[src/rtl/fft_common_pkg.sv]
// Shared FFT datapath definitions: default sizes, flattened-bus slicing and
// the bit-reverse helper used by the bank loader/unloader and address generators.
package fft_common_pkg;

    localparam int DEFAULT_WIDTH = 16;
    localparam int DEFAULT_DEPTH = 16;

    typedef enum logic {
        ST_IDLE   = 1'b0,
        ST_STREAM = 1'b1
    } unloader_state_t;

    // MSB of element idx in a flattened bus of width-bit elements; use with -: width
    function automatic int slice_msb(input int idx, input int width);
        return (idx + 1) * width - 1;
    endfunction

    function automatic logic [31:0] bitrev(input logic [31:0] value, input int nbits);
        logic [31:0] r;
        r = '0;
        for (int b = 0; b < 32; b++) begin
            if (b < nbits) begin
                r[b] = value[nbits - 1 - b];
            end
        end
        return r;
    endfunction

endpackage

[src/rtl/register_bank_unloader_if.sv]
// Complex sample stream with valid/ready handshake, bank index and frame-last marker.
interface register_bank_unloader_if
    import fft_common_pkg::*;
#(
    parameter int WIDTH = DEFAULT_WIDTH,
    parameter int IDX_W = $clog2(DEFAULT_DEPTH)
);
    logic                    out_valid;
    logic                    out_ready;
    logic signed [WIDTH-1:0] out_real;
    logic signed [WIDTH-1:0] out_imag;
    logic [IDX_W-1:0]        out_index;
    logic                    out_last;

    modport master (
        output out_valid, out_real, out_imag, out_index, out_last,
        input  out_ready
    );

    modport slave (
        input  out_valid, out_real, out_imag, out_index, out_last,
        output out_ready
    );
endinterface

[src/rtl/bitrev_addr.sv]
// Combinational index reorder: passes the index through or bit-reverses it over IDX_W bits.
module bitrev_addr
    import fft_common_pkg::*;
#(
    parameter int IDX_W = 4
) (
    input  logic [IDX_W-1:0] idx_in,
    input  logic             rev_en,
    output logic [IDX_W-1:0] addr_out
);
    assign addr_out = rev_en ? IDX_W'(bitrev(32'(idx_in), IDX_W)) : idx_in;
endmodule

[src/rtl/register_bank_unloader.sv]
// Snapshots a flattened complex register bank on start and streams it out one
// sample per valid/ready transfer, in natural or bit-reversed order.
module register_bank_unloader
    import fft_common_pkg::*;
#(
    parameter int  WIDTH = DEFAULT_WIDTH,
    parameter int  DEPTH = DEFAULT_DEPTH,
    localparam int IDX_W = $clog2(DEPTH)
) (
    input  logic                     clk,
    input  logic                     rst,
    input  logic                     start,
    input  logic                     bitrev_en,
    input  logic [WIDTH*DEPTH-1:0]   data_in_real,
    input  logic [WIDTH*DEPTH-1:0]   data_in_imag,
    register_bank_unloader_if.master out_if,
    output logic                     busy,
    output logic                     done
);
    localparam logic [IDX_W-1:0] LAST_IDX = IDX_W'(DEPTH - 1);

    logic signed [WIDTH-1:0] in_real [DEPTH];
    logic signed [WIDTH-1:0] in_imag [DEPTH];

    generate
        for (genvar gi = 0; gi < DEPTH; gi++) begin : g_unpack
            assign in_real[gi] = data_in_real[slice_msb(gi, WIDTH) -: WIDTH];
            assign in_imag[gi] = data_in_imag[slice_msb(gi, WIDTH) -: WIDTH];
        end
    endgenerate

    unloader_state_t         state_q, state_d;
    logic [IDX_W-1:0]        count_q, count_d;
    logic                    bitrev_q, bitrev_d;
    logic signed [WIDTH-1:0] snap_real_q [DEPTH];
    logic signed [WIDTH-1:0] snap_real_d [DEPTH];
    logic signed [WIDTH-1:0] snap_imag_q [DEPTH];
    logic signed [WIDTH-1:0] snap_imag_d [DEPTH];
    logic                    out_valid_q, out_valid_d;
    logic signed [WIDTH-1:0] out_real_q, out_real_d;
    logic signed [WIDTH-1:0] out_imag_q, out_imag_d;
    logic [IDX_W-1:0]        out_index_q, out_index_d;
    logic                    out_last_q, out_last_d;
    logic                    busy_q, busy_d;
    logic                    done_q, done_d;

    logic [IDX_W-1:0] count_inc;
    logic [IDX_W-1:0] next_addr;
    logic             transfer;

    assign count_inc = count_q + IDX_W'(1);
    assign transfer  = out_valid_q && out_if.out_ready;

    // Outputs are registered, so the address of the sample presented after a
    // transfer is derived from the incremented count.
    bitrev_addr #(.IDX_W(IDX_W)) u_next_addr (
        .idx_in   (count_inc),
        .rev_en   (bitrev_q),
        .addr_out (next_addr)
    );

    always_comb begin
        state_d     = state_q;
        count_d     = count_q;
        bitrev_d    = bitrev_q;
        snap_real_d = snap_real_q;
        snap_imag_d = snap_imag_q;
        out_valid_d = out_valid_q;
        out_real_d  = out_real_q;
        out_imag_d  = out_imag_q;
        out_index_d = out_index_q;
        out_last_d  = out_last_q;
        busy_d      = busy_q;
        done_d      = 1'b0;
        case (state_q)
            ST_IDLE: begin
                if (start) begin
                    state_d     = ST_STREAM;
                    count_d     = '0;
                    bitrev_d    = bitrev_en;
                    snap_real_d = in_real;
                    snap_imag_d = in_imag;
                    // Element 0 is index 0 in either order, so present it straight from the bank.
                    out_valid_d = 1'b1;
                    out_real_d  = in_real[0];
                    out_imag_d  = in_imag[0];
                    out_index_d = '0;
                    out_last_d  = 1'b0;
                    busy_d      = 1'b1;
                end
            end
            ST_STREAM: begin
                if (transfer) begin
                    if (count_q == LAST_IDX) begin
                        state_d     = ST_IDLE;
                        out_valid_d = 1'b0;
                        out_real_d  = '0;
                        out_imag_d  = '0;
                        out_index_d = '0;
                        out_last_d  = 1'b0;
                        busy_d      = 1'b0;
                        done_d      = 1'b1;
                    end else begin
                        count_d     = count_inc;
                        out_real_d  = snap_real_q[next_addr];
                        out_imag_d  = snap_imag_q[next_addr];
                        out_index_d = next_addr;
                        out_last_d  = (count_inc == LAST_IDX);
                    end
                end
            end
            default: state_d = ST_IDLE;
        endcase
    end

    always_ff @(posedge clk or posedge rst) begin
        if (rst) begin
            state_q     <= ST_IDLE;
            count_q     <= '0;
            bitrev_q    <= 1'b0;
            for (int i = 0; i < DEPTH; i++) begin
                snap_real_q[i] <= '0;
                snap_imag_q[i] <= '0;
            end
            out_valid_q <= 1'b0;
            out_real_q  <= '0;
            out_imag_q  <= '0;
            out_index_q <= '0;
            out_last_q  <= 1'b0;
            busy_q      <= 1'b0;
            done_q      <= 1'b0;
        end else begin
            state_q     <= state_d;
            count_q     <= count_d;
            bitrev_q    <= bitrev_d;
            snap_real_q <= snap_real_d;
            snap_imag_q <= snap_imag_d;
            out_valid_q <= out_valid_d;
            out_real_q  <= out_real_d;
            out_imag_q  <= out_imag_d;
            out_index_q <= out_index_d;
            out_last_q  <= out_last_d;
            busy_q      <= busy_d;
            done_q      <= done_d;
        end
    end

    assign out_if.out_valid = out_valid_q;
    assign out_if.out_real  = out_real_q;
    assign out_if.out_imag  = out_imag_q;
    assign out_if.out_index = out_index_q;
    assign out_if.out_last  = out_last_q;
    assign busy             = busy_q;
    assign done             = done_q;

endmodule

[src/flat_wrapper.sv]
// flat-port wrapper written by rule: the top's interface ports become plain ports
module register_bank_unloader_flat import fft_common_pkg::*;
#(
    parameter int  WIDTH = DEFAULT_WIDTH,
    parameter int  DEPTH = DEFAULT_DEPTH,
    localparam int IDX_W = $clog2(DEPTH)
)
  (clk, rst, start, bitrev_en, data_in_real, data_in_imag, busy, done, out_if_out_valid, out_if_out_real, out_if_out_imag, out_if_out_index, out_if_out_last, out_if_out_ready);
  register_bank_unloader_if #(.WIDTH(WIDTH), .IDX_W((4))) out_if_i ();
  input  logic clk;
  input  logic rst;
  input  logic start;
  input  logic bitrev_en;
  input  logic [WIDTH*DEPTH-1:0] data_in_real;
  input  logic [WIDTH*DEPTH-1:0] data_in_imag;
  output logic busy;
  output logic done;
  output wire logic [$bits(out_if_i.out_valid)-1:0] out_if_out_valid;
  output wire logic [$bits(out_if_i.out_real)-1:0] out_if_out_real;
  output wire logic [$bits(out_if_i.out_imag)-1:0] out_if_out_imag;
  output wire logic [$bits(out_if_i.out_index)-1:0] out_if_out_index;
  output wire logic [$bits(out_if_i.out_last)-1:0] out_if_out_last;
  input wire logic [$bits(out_if_i.out_ready)-1:0] out_if_out_ready;
  assign out_if_out_valid = out_if_i.out_valid;
  assign out_if_out_real = out_if_i.out_real;
  assign out_if_out_imag = out_if_i.out_imag;
  assign out_if_out_index = out_if_i.out_index;
  assign out_if_out_last = out_if_i.out_last;
  assign out_if_i.out_ready = out_if_out_ready;
  register_bank_unloader #(.WIDTH(WIDTH), .DEPTH(DEPTH)) u_core (.clk(clk), .rst(rst), .start(start), .bitrev_en(bitrev_en), .data_in_real(data_in_real), .data_in_imag(data_in_imag), .out_if(out_if_i), .busy(busy), .done(done));
endmodule
[config.mk]
export PLATFORM = sky130hd
export DESIGN_NAME = register_bank_unloader_flat
export DESIGN_NICKNAME = d
export VERILOG_FILES = /design/src/rtl/fft_common_pkg.sv /design/src/rtl/register_bank_unloader_if.sv /design/src/rtl/bitrev_addr.sv /design/src/rtl/register_bank_unloader.sv /design/src/flat_wrapper.sv
export SDC_FILE = /design/constraint.sdc
export NUM_CORES = 2
export LEC_CHECK = 0
export CELL_PAD_IN_SITES_DETAIL_PLACEMENT = 0
export CELL_PAD_IN_SITES_GLOBAL_PLACEMENT = 1
export CORE_MARGIN = 3
export CORE_UTILIZATION = 34
export CTS_CLUSTER_SIZE = 8
export DETAILED_ROUTE_END_ITERATION = 16
export GPL_TIMING_DRIVEN = 0
export PLACE_DENSITY = 0.79
export SLEW_MARGIN = 20
export SYNTH_ARGS = -nofsm -noshare
export SYNTH_HDL_FRONTEND = slang
export SYNTH_SLANG_ARGS = --single-unit
[constraint.sdc]
create_clock -name clk -period 17.9 [get_ports clk]
set_clock_uncertainty 0.2 [all_clocks]
set_input_delay 3.58 -clock clk [delete_from_list [all_inputs] [get_ports clk]]
set_output_delay 3.58 -clock clk [all_outputs]
set_load 0.01 [all_outputs]
**A small window of the routed layout**

Window x 199 to 219, y 199 to 219 um. Cells in gray, sequential cells in the stronger gray; small squares are vias.
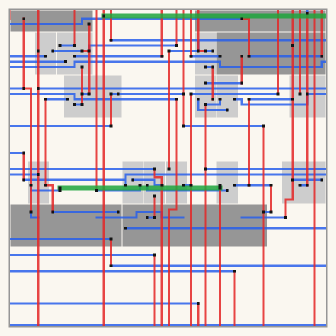
M1: in blue. M3: in green. M2: in red.
Most frequent: nand2_1 (8), dfrtp_1 (5), mux2i_1 (2). Sequential cells in the window: 5. Netlist names of flops here include `u_core.snap_real_q` (5). 17 logic cells have their middle in the window.

**Local utilization**

The die is cut into 28 by 28 equal tiles; white is low, dark blue is high, 0 to 100% covered.
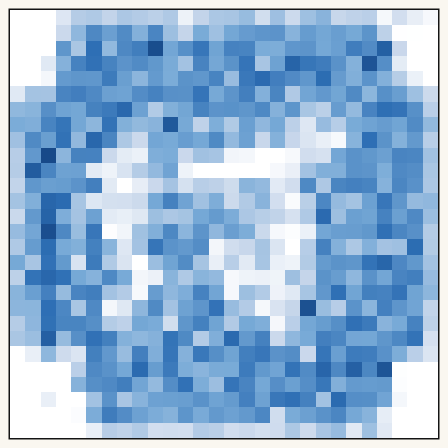
The fullest tile reaches 90%. The mean over all tiles is 43%. The emptiest ninth of the die: center. 3.6% of the tiles are over 75% full. 8.9% of the tiles are nearly empty.

**I/O pins on the die edge**

Bar = 100 um. Pins as bars across the die edge, other pins in gray.
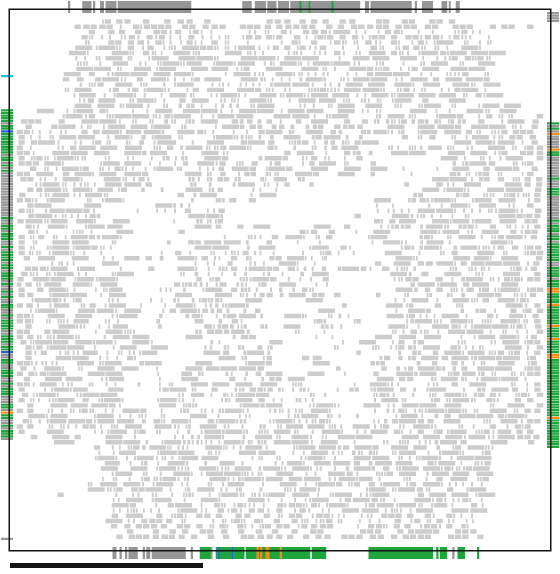
`clk`: in cyan, pins 1, direction input, edge west. `out_if_out_index`: in blue, pins 4, direction output, edge 2 south, 2 west. `out_if_out_imag`: in orange, pins 16, direction output, edge 10 east, 5 south, 1 west. `data_in_imag`: in green, pins 256, direction input, edge 105 south, 81 east, 67 west, 3 north.

==> reports/qor.yml <==
routing:
  viasPerCell: 5.10
  wl_per_cell_um: 25.2
finish:
  layout.nonclk_buf_share_pct: 19.9
  logic_gate_count: 2187
  nNonClkBuffers: 772
  final_common_cell: "nand2_1"
  final_cell_mix: "1682 x nand2_1, 557 x dfrtp_1, 556 x clkdlybuf4s50_1"
  layout.area.comb_um2: 10500
  antenna_cells: 9
clock_tree:
  cts_buffers: 80
  cts_sinks: 557
  cts_setup_buffers: 0
  holdBufCountCts: 0
power_and_ir_drop:
  top_power_group: "combinational cells"
  p_switching_mw: 2.21
  p_seq_mw: 1.56
  p_clk_share_pct: 25.7
  p_comb_mw: 2.35
synthesis:
  most_common_cell: "nand2_1"
  ys_types: 40
  simple_gate_share_pct: 25.9
  top_area_share_pct: 54.9
  synth_area_um2: 25400
  synth.top_cells.by_count: "1682 x nand2_1, 557 x dfrtp_1, 152 x clkbuf_1, 134 x mux2i_1, 110 x a21oi_1"
  yosys_area_um2: 25400
  synth_seq_share_pct: 54.9
  fp_nets: 3465
  logic_family: "simple AND/OR/NAND/NOR gates"
critical_path:
  rr_endpoint: "u_core.out_if.out_imag[12]$_DFFE_PP0P_"
  required_ns: 18.25
  cp.arrival_ns: 6.62
  startpoint_type: "primary input"
run_status:
  outcome: "finished, final reports clean"
global_route:
  grt_pass1_wl_mm: 163
  gr-usage-met3_pct: 9.14
  grt.met2_usage_pct: 47.6
  busiest_layer: "met2"
sta:
  whs_ns: 0.265
  drv_slew: 0
  finalClockPeriodUsage_pct: 35.0
  setup_viol: 0
  fin_ws_ns: 11.63
  rsz0062_at_grt: "false"
  setup-tns-final_ns: 0
  max_slew_margin_pct: 21.7
  hold_viol: 0
hold_path:
  whs_path_depth: 2
  hold_class: "flop to flop"
flow_run:
  maxCapViolCount: 0
floorplan:
  io-pin-count: 557
  dieWidth_um: 279
place:
  gp_congestion: 0.883
  place_hpwl_mm: 90.7
**Placement view**

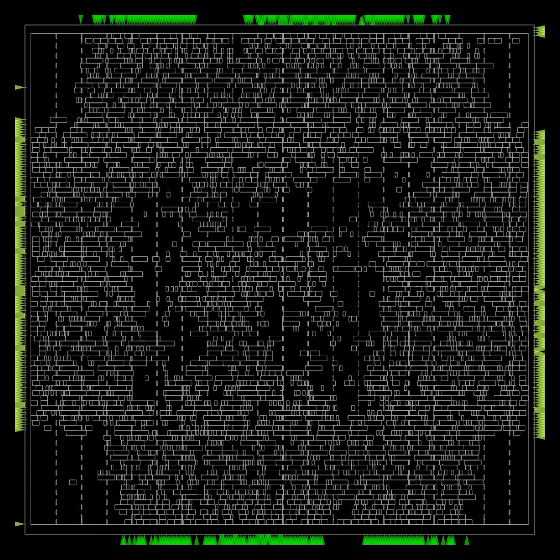
Finished Layout Cells: 4581
final core occ: 47.3%
flop count: 557

**Cells by drive strength**

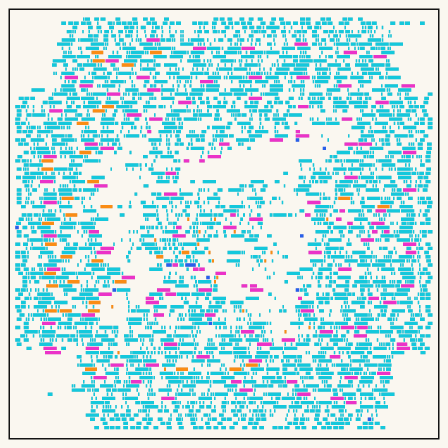
x3 and x4: in blue, cells 11, share 0.30%. x2: in orange, cells 53, share 1.5%. x1 and smaller: in cyan, cells 3427, share 95%. x6 and larger: in magenta, cells 122, share 3.4%.

[flip-flops by register name, summed over array words and instances, names as in the netlist, 4 cells and up]
| name | flops |
|---|---|
| u_core.out_if.out_index | 4 |
| u_core.count_q | 4 |
| u_core.snap_real_q | 256 |
| u_core.snap_imag_q | 256 |
| u_core.out_if.out_real | 16 |
| u_core.out_if.out_imag | 16 |
[worst max-delay path, stage by stage]
cell	delay, ns
clkdlybuf4s50_1	0.54
nor2b_1	0.18
clkbuf_1	0.42
clkbuf_1	0.77
clkbuf_1	0.86
nand2_1	0.15
nand2_1	0.10
[layer usage]
layer / wire (um) / up-vias
met3: 10200 / 250
met1: 45900 / 11300
met4: 4800 / 24
met2: 54400 / 946
met5: 166 / -
li1: - / 10800
